--- src/rtl/add_arb.sv ---
// add_arb: four requesters share one WIDTH-bit adder. A round-robin arbiter picks
//          the winner, and each result is returned with the winner's index.
// Latency: a result is valid two cycles after its accept edge (IDLE -> CALC -> RESP).
//          Accepts are at least three cycles apart.
// Backpressure: the result is held in RESP while rsp_ready is low, and no new request
//          is accepted until the result leaves.
// Ports:   mclk/mreset_n          clock, async active-low reset
//          req_valid/req_ready    per-requester handshake; req_ready is one-hot or zero
//          req_a/req_b            packed operands, requester i at [i*WIDTH +: WIDTH]
//          rsp_valid/rsp_ready    result handshake; rsp_id, rsp_sum (includes carry-out)
//          grant_cnt              accepted-request counter
// Config:  define ADD_ARB_GRANT_CNT_EN to build the grant counter.
//          When the macro is undefined, grant_cnt is tied to 0.
module add_arb #(
   parameter int WIDTH = 16
) (
   input  logic               mclk,
   input  logic               mreset_n,
   input  logic [3:0]         req_valid,
   input  logic [4*WIDTH-1:0] req_a,
   input  logic [4*WIDTH-1:0] req_b,
   output logic [3:0]         req_ready,
   output logic               rsp_valid,
   output logic [1:0]         rsp_id,
   output logic [WIDTH:0]     rsp_sum,
   input  logic               rsp_ready,
   output logic [15:0]        grant_cnt
);

   typedef enum logic [1:0] {
      IDLE = 2'd0,
      CALC = 2'd1,
      RESP = 2'd2
   } state_t;

   state_t           state;
   state_t           state_nxt;
   logic [1:0]       last_grant;
   logic [1:0]       win_idx;
   logic             win_vld;
   logic             accept;
   logic [WIDTH-1:0] op_a;
   logic [WIDTH-1:0] op_b;
   logic [WIDTH-1:0] sel_a;
   logic [WIDTH-1:0] sel_b;

   // Round-robin pick. Offsets are scanned from farthest to nearest, so the requester
   // closest above last_grant is written last and wins. Offset 4 is last_grant itself,
   // which has the lowest priority.
   always_comb begin
      logic [1:0] cand;
      win_vld = 1'b0;
      win_idx = last_grant + 2'd1;
      cand    = 2'd0;
      for (int k = 4; k >= 1; k--) begin
         cand = last_grant + 2'(k);
         if (req_valid[cand]) begin
            win_vld = 1'b1;
            win_idx = cand;
         end
      end
   end

   // Operand mux for the winner.
   always_comb begin
      sel_a = '0;
      sel_b = '0;
      for (int i = 0; i < 4; i++) begin
         if (win_idx == 2'(i)) begin
            sel_a = req_a[i*WIDTH +: WIDTH];
            sel_b = req_b[i*WIDTH +: WIDTH];
         end
      end
   end

   // req_ready is gated by mreset_n, so it stays low for the whole reset pulse.
   always_comb begin
      req_ready = 4'b0000;
      if (state == IDLE && win_vld && mreset_n)
         req_ready = 4'b0001 << win_idx;
   end

   assign accept    = |req_ready;
   assign rsp_valid = (state == RESP);

   always_comb begin
      state_nxt = IDLE;
      case (state)
         IDLE:    state_nxt = accept ? CALC : IDLE;
         CALC:    state_nxt = RESP;
         RESP:    state_nxt = rsp_ready ? IDLE : RESP;
         default: state_nxt = IDLE;   // encoding 2'd3 falls back to IDLE
      endcase
   end

   always_ff @(posedge mclk or negedge mreset_n) begin
      if (!mreset_n) begin
         state      <= IDLE;
         last_grant <= 2'd3;          // makes requester 0 the first choice after reset
         op_a       <= '0;
         op_b       <= '0;
         rsp_id     <= 2'd0;
         rsp_sum    <= '0;
      end else begin
         state <= state_nxt;
         if (accept) begin
            op_a       <= sel_a;
            op_b       <= sel_b;
            rsp_id     <= win_idx;
            last_grant <= win_idx;
         end
         if (state == CALC)
            rsp_sum <= {1'b0, op_a} + {1'b0, op_b};
      end
   end

`ifdef ADD_ARB_GRANT_CNT_EN
   always_ff @(posedge mclk or negedge mreset_n) begin
      if (!mreset_n)
         grant_cnt <= 16'h0000;
      else if (accept)
         grant_cnt <= grant_cnt + 16'h0001;   // wraps naturally at 16'hFFFF
   end
`else
   assign grant_cnt = 16'h0000;
`endif

endmodule

--- config.mk ---
export PLATFORM = sky130hd
export DESIGN_NAME = add_arb
export DESIGN_NICKNAME = d
export VERILOG_FILES = /design/src/rtl/add_arb.sv
export SDC_FILE = /design/constraint.sdc
export NUM_CORES = 1
export LEC_CHECK = 0
export CORE_UTILIZATION = 47
export DETAILED_ROUTE_END_ITERATION = 8
export HOLD_SLACK_MARGIN = 0.02
export PLACE_DENSITY = 0.94
export SLEW_MARGIN = 30
export SYNTH_ARGS = -nofsm -noshare
export SYNTH_HDL_FRONTEND = slang
export SYNTH_SLANG_ARGS = --single-unit
--- constraint.sdc ---
create_clock -name mclk -period 6.6 [get_ports mclk]
set_clock_uncertainty 0.15 [all_clocks]
set_input_delay 0.66 -clock mclk [delete_from_list [all_inputs] [get_ports mclk]]
set_output_delay 0.66 -clock mclk [all_outputs]
set_load 0.005 [all_outputs]
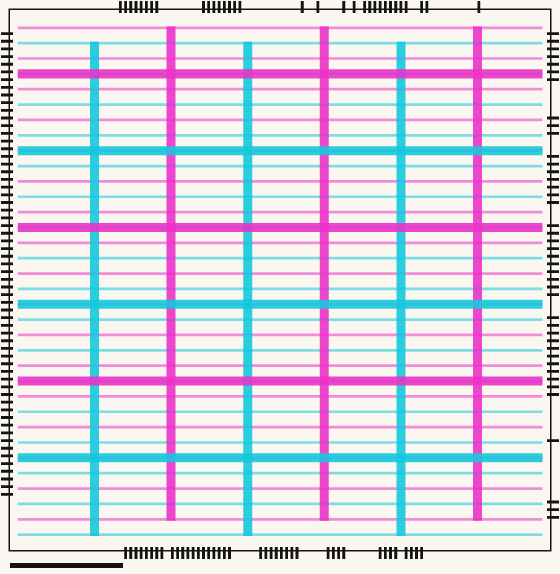
(images/floorplan.png)
Scale bar: 20 µm. Pins as bars on the die edge.
color	net
magenta	VDD
cyan	VSS
met4 straps	6
met5 straps	6
die width: 95.6 µm
Vert. Die Dim: 95.6 µm

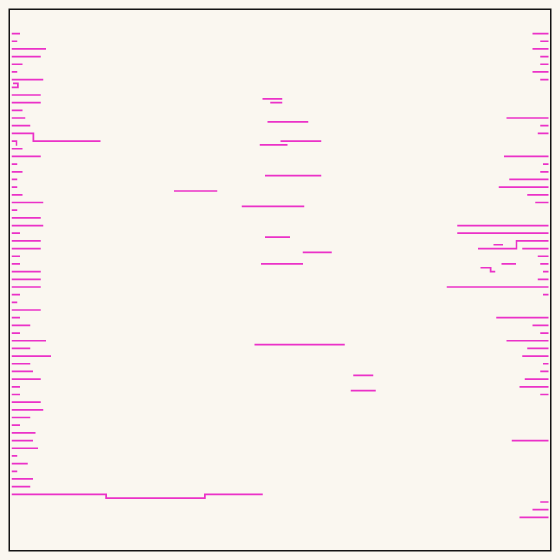
(images/m3.png)
main direction	horizontal
share of all routed wire	5.5%
longest straight run	17.7 µm
fraction of met3 tracks used by global routing: 3.67%
total vias in the final route: 3,369

==> summary.json <==
{
  "status": {"value": "finished, final reports clean"},
  "ys_sh_simple": {"value": 7.90, "unit": "%"},
  "mi_logic_area": {"value": 2490, "unit": "µm²"},
  "ys_async_sr_fraction": {"value": 100, "unit": "%"},
  "setup.worst_path.end_class": {"value": "primary output"},
  "cpPeakStageDelay": {"value": 0.79, "unit": "ns"},
  "dpl.hpwl": {"value": 7.43, "unit": "mm"},
  "ys_sh_xor": {"value": 1.70, "unit": "%"},
  "clock_tree.htree_level_count": {"value": 2},
  "detailedRoute.firstPassIterationCount": {"value": 4},
  "drtAntennaViolNets": {"value": 0},
  "ys_top_logic_family": {"value": "multiplexers"},
  "detail_route.vias_per_cell": {"value": 5.25},
  "tightestPinTransition": {"value": 0.878, "unit": "ns"},
  "synth.yosys.warnings": {"value": 0},
  "max_freq": {"value": 0.236, "unit": "GHz"},
  "die_area": {"value": 9150, "unit": "µm²"},
  "syn_avg_cell_area": {"value": 10.6, "unit": "µm²"},
  "peak_vdd_ir": {"value": 214, "unit": "µV"},
  "setup-tns-final": {"value": 0, "unit": "ns"},
  "area.growth.synth_to_final": {"value": 38.7, "unit": "%"},
  "yosys_cells": {"value": 388},
  "worstPathMaxFanout": {"value": 23},
  "critical_path.n_buffers_inverters": {"value": 3},
  "row_count": {"value": 33},
  "synth.top_cells.by_area": {"value": "sky130_fd_sc_hd__dfrtp_1 (32%), sky130_fd_sc_hd__mux2i_1 (24%), sky130_fd_sc_hd__mux2_2 (8.7%)"},
  "wl_per_cell": {"value": 14.4, "unit": "µm"},
  "cts.repair_timing.setup_buffer_count": {"value": 0},
  "drt_iter0_markers": {"value": 153},
  "finalCritPeriodShare": {"value": 64.1, "unit": "%"},
  "worstReg2RegEnd": {"value": "op_a[0]"},
  "compound_area_share": {"value": 11.3, "unit": "%"},
  "grt_usage": {"value": 20.9, "unit": "%"},
  "floorplan.initialDensity": {"value": 49.4, "unit": "%"},
  "fillers": {"value": 597},
  "final_period_minus_worst_setup_slack": {"value": 4.23, "unit": "ns"},
  "coreArea": {"value": 8340, "unit": "µm²"},
  "cts_buffer_depth": {"value": 2},
  "grt_first_pass_wirelength": {"value": 14.8, "unit": "mm"},
  "critical-path-slowest-cell": {"value": "sky130_fd_sc_hd__a221oi_4"},
  "cts.root.buffer_cell": {"value": "sky130_fd_sc_hd__clkbuf_8"},
  "cts_tree": {"value": "built"},
  "timing.critical_path.required": {"value": 5.79, "unit": "ns"},
  "clk_transition_reported_paths": {"value": 0.09, "unit": "ns"},
  "antenna_cells": {"value": 0},
  "post-layout-total-power": {"value": 2.47, "unit": "mW"},
  "synth_adder_area_share": {"value": 5.34, "unit": "%"},
  "synth.largest_area_cell": {"value": "sky130_fd_sc_hd__dfrtp_1"},
  "worstPathCellList": {"value": "clkdlybuf4s50_1 > a21o_1 > o21ai_1 > a221oi_4 > buf_4 > nor3b_1 > clkdlybuf4s50_1"}
}
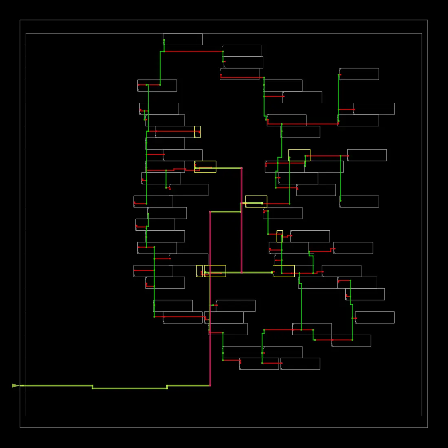
(images/clock_nets.png)
clock latency on the worst-skew pair: 0.30 ns
clk_buf instances: 8
total clock sinks: 55
Seq Cell Count: 55

[worst max-delay path by stage]
stage | start | endpoint
2_1_floorplan | req_valid[3] | req_ready[0]
4_1_cts | req_valid[1] | req_ready[3]
3_5_place_dp | req_valid[1] | req_ready[3]
5_1_grt | req_valid[1] | req_ready[3]
3_3_place_gp | req_valid[1] | req_ready[3]
6_report | req_valid[1] | req_ready[3]
[sequential cells by signal (all words and copies together) (netlist names)]
register,flops
rsp_id,2
rsp_sum,17
state,2
last_grant,2
op_b,16
op_a,16
[power by group]
group	total, mW	internal (mW)	switching [mW]	leakage (nW)
registers	0.627	0.515	0.112	0.650
logic	1.66	0.855	0.808	1.83
clock network	0.176	0.0757	0.100	0.0395
[logic make-up after synthesis]
| family | count (synthesis) |
|---|---|
| simple gates | 67 |
| flops | 55 |
| fa+ha+maj | 17 |
| buf+inv | 43 |
| other cells | 1 |
| compound gates | 68 |
| mux | 129 |
| xor+xnor | 8 |
[routing by layer]
layer  global-route usage (%)  vias to the layer above  share of wire (%)
met5                        0                        -                  0
met3                     3.67                        5                5.5
li1                         -                     1676                  -
met4                     4.10                        0               0.70
met2                     37.7                      133                 51
met1                     26.1                     1555                 43
[worst register-to-register path: stages (launching register included)]
cell and delay [ns]:
sky130_fd_sc_hd__dfstp_2 0.60, sky130_fd_sc_hd__o22ai_1 0.11, sky130_fd_sc_hd__a222oi_1 0.46, sky130_fd_sc_hd__buf_6 0.60
sky130_fd_sc_hd__mux2i_1 0.39, sky130_fd_sc_hd__mux2i_1 0.13, sky130_fd_sc_hd__mux2_2 0.31
[cell usage in the layout, fill, tap and decap left out, types with 5 or more instances in the layout]
| cell type | n |
|---|---|
| sky130_fd_sc_hd__o21a_1 | 7 |
| sky130_fd_sc_hd__nor2b_1 | 5 |
| sky130_fd_sc_hd__clkbuf_8 | 5 |
| sky130_fd_sc_hd__clkdlybuf4s50_1 | 157 |
| sky130_fd_sc_hd__conb_1 | 16 |
| sky130_fd_sc_hd__inv_1 | 6 |
| sky130_fd_sc_hd__ha_1 | 16 |
| sky130_fd_sc_hd__dfrtp_1 | 53 |
| sky130_fd_sc_hd__nand2_1 | 27 |
| sky130_fd_sc_hd__mux2i_1 | 97 |
| sky130_fd_sc_hd__nor2_1 | 11 |
| sky130_fd_sc_hd__o21ai_1 | 8 |
| sky130_fd_sc_hd__mux2_2 | 32 |
| sky130_fd_sc_hd__a21oi_1 | 10 |
| sky130_fd_sc_hd__nand2b_1 | 5 |
| sky130_fd_sc_hd__o21ai_0 | 16 |
[cell type report]
| type | instances | area share [%] |
|---|---|---|
| Multi-Input combinational cell | 305 | 43.5 |
| Sequential cell | 55 | 24.1 |
| Timing Repair Buffer | 162 | 28.2 |
| Tap cell | 105 | 2.30 |
| Inverter | 7 | 0.460 |
| Clock buffer | 8 | 1.40 |
[per-stage QoR]
step	hold slack [ns]	worst slack [ns]	cells	utilization (%)	cell area, µm²
final	0.324	2.37	642	68.5	5720
after global routing	0.355	2.23	642	68.5	5720
after CTS	0.344	2.33	642	68.5	5710
after detailed placement	0.323	2.34	634	67.5	5630
after global placement	0.311	2.45	634	67.5	5630
after floorplan	0.214	4.04	403	-	4180
Power is estimated from default activity; no workload was simulated.
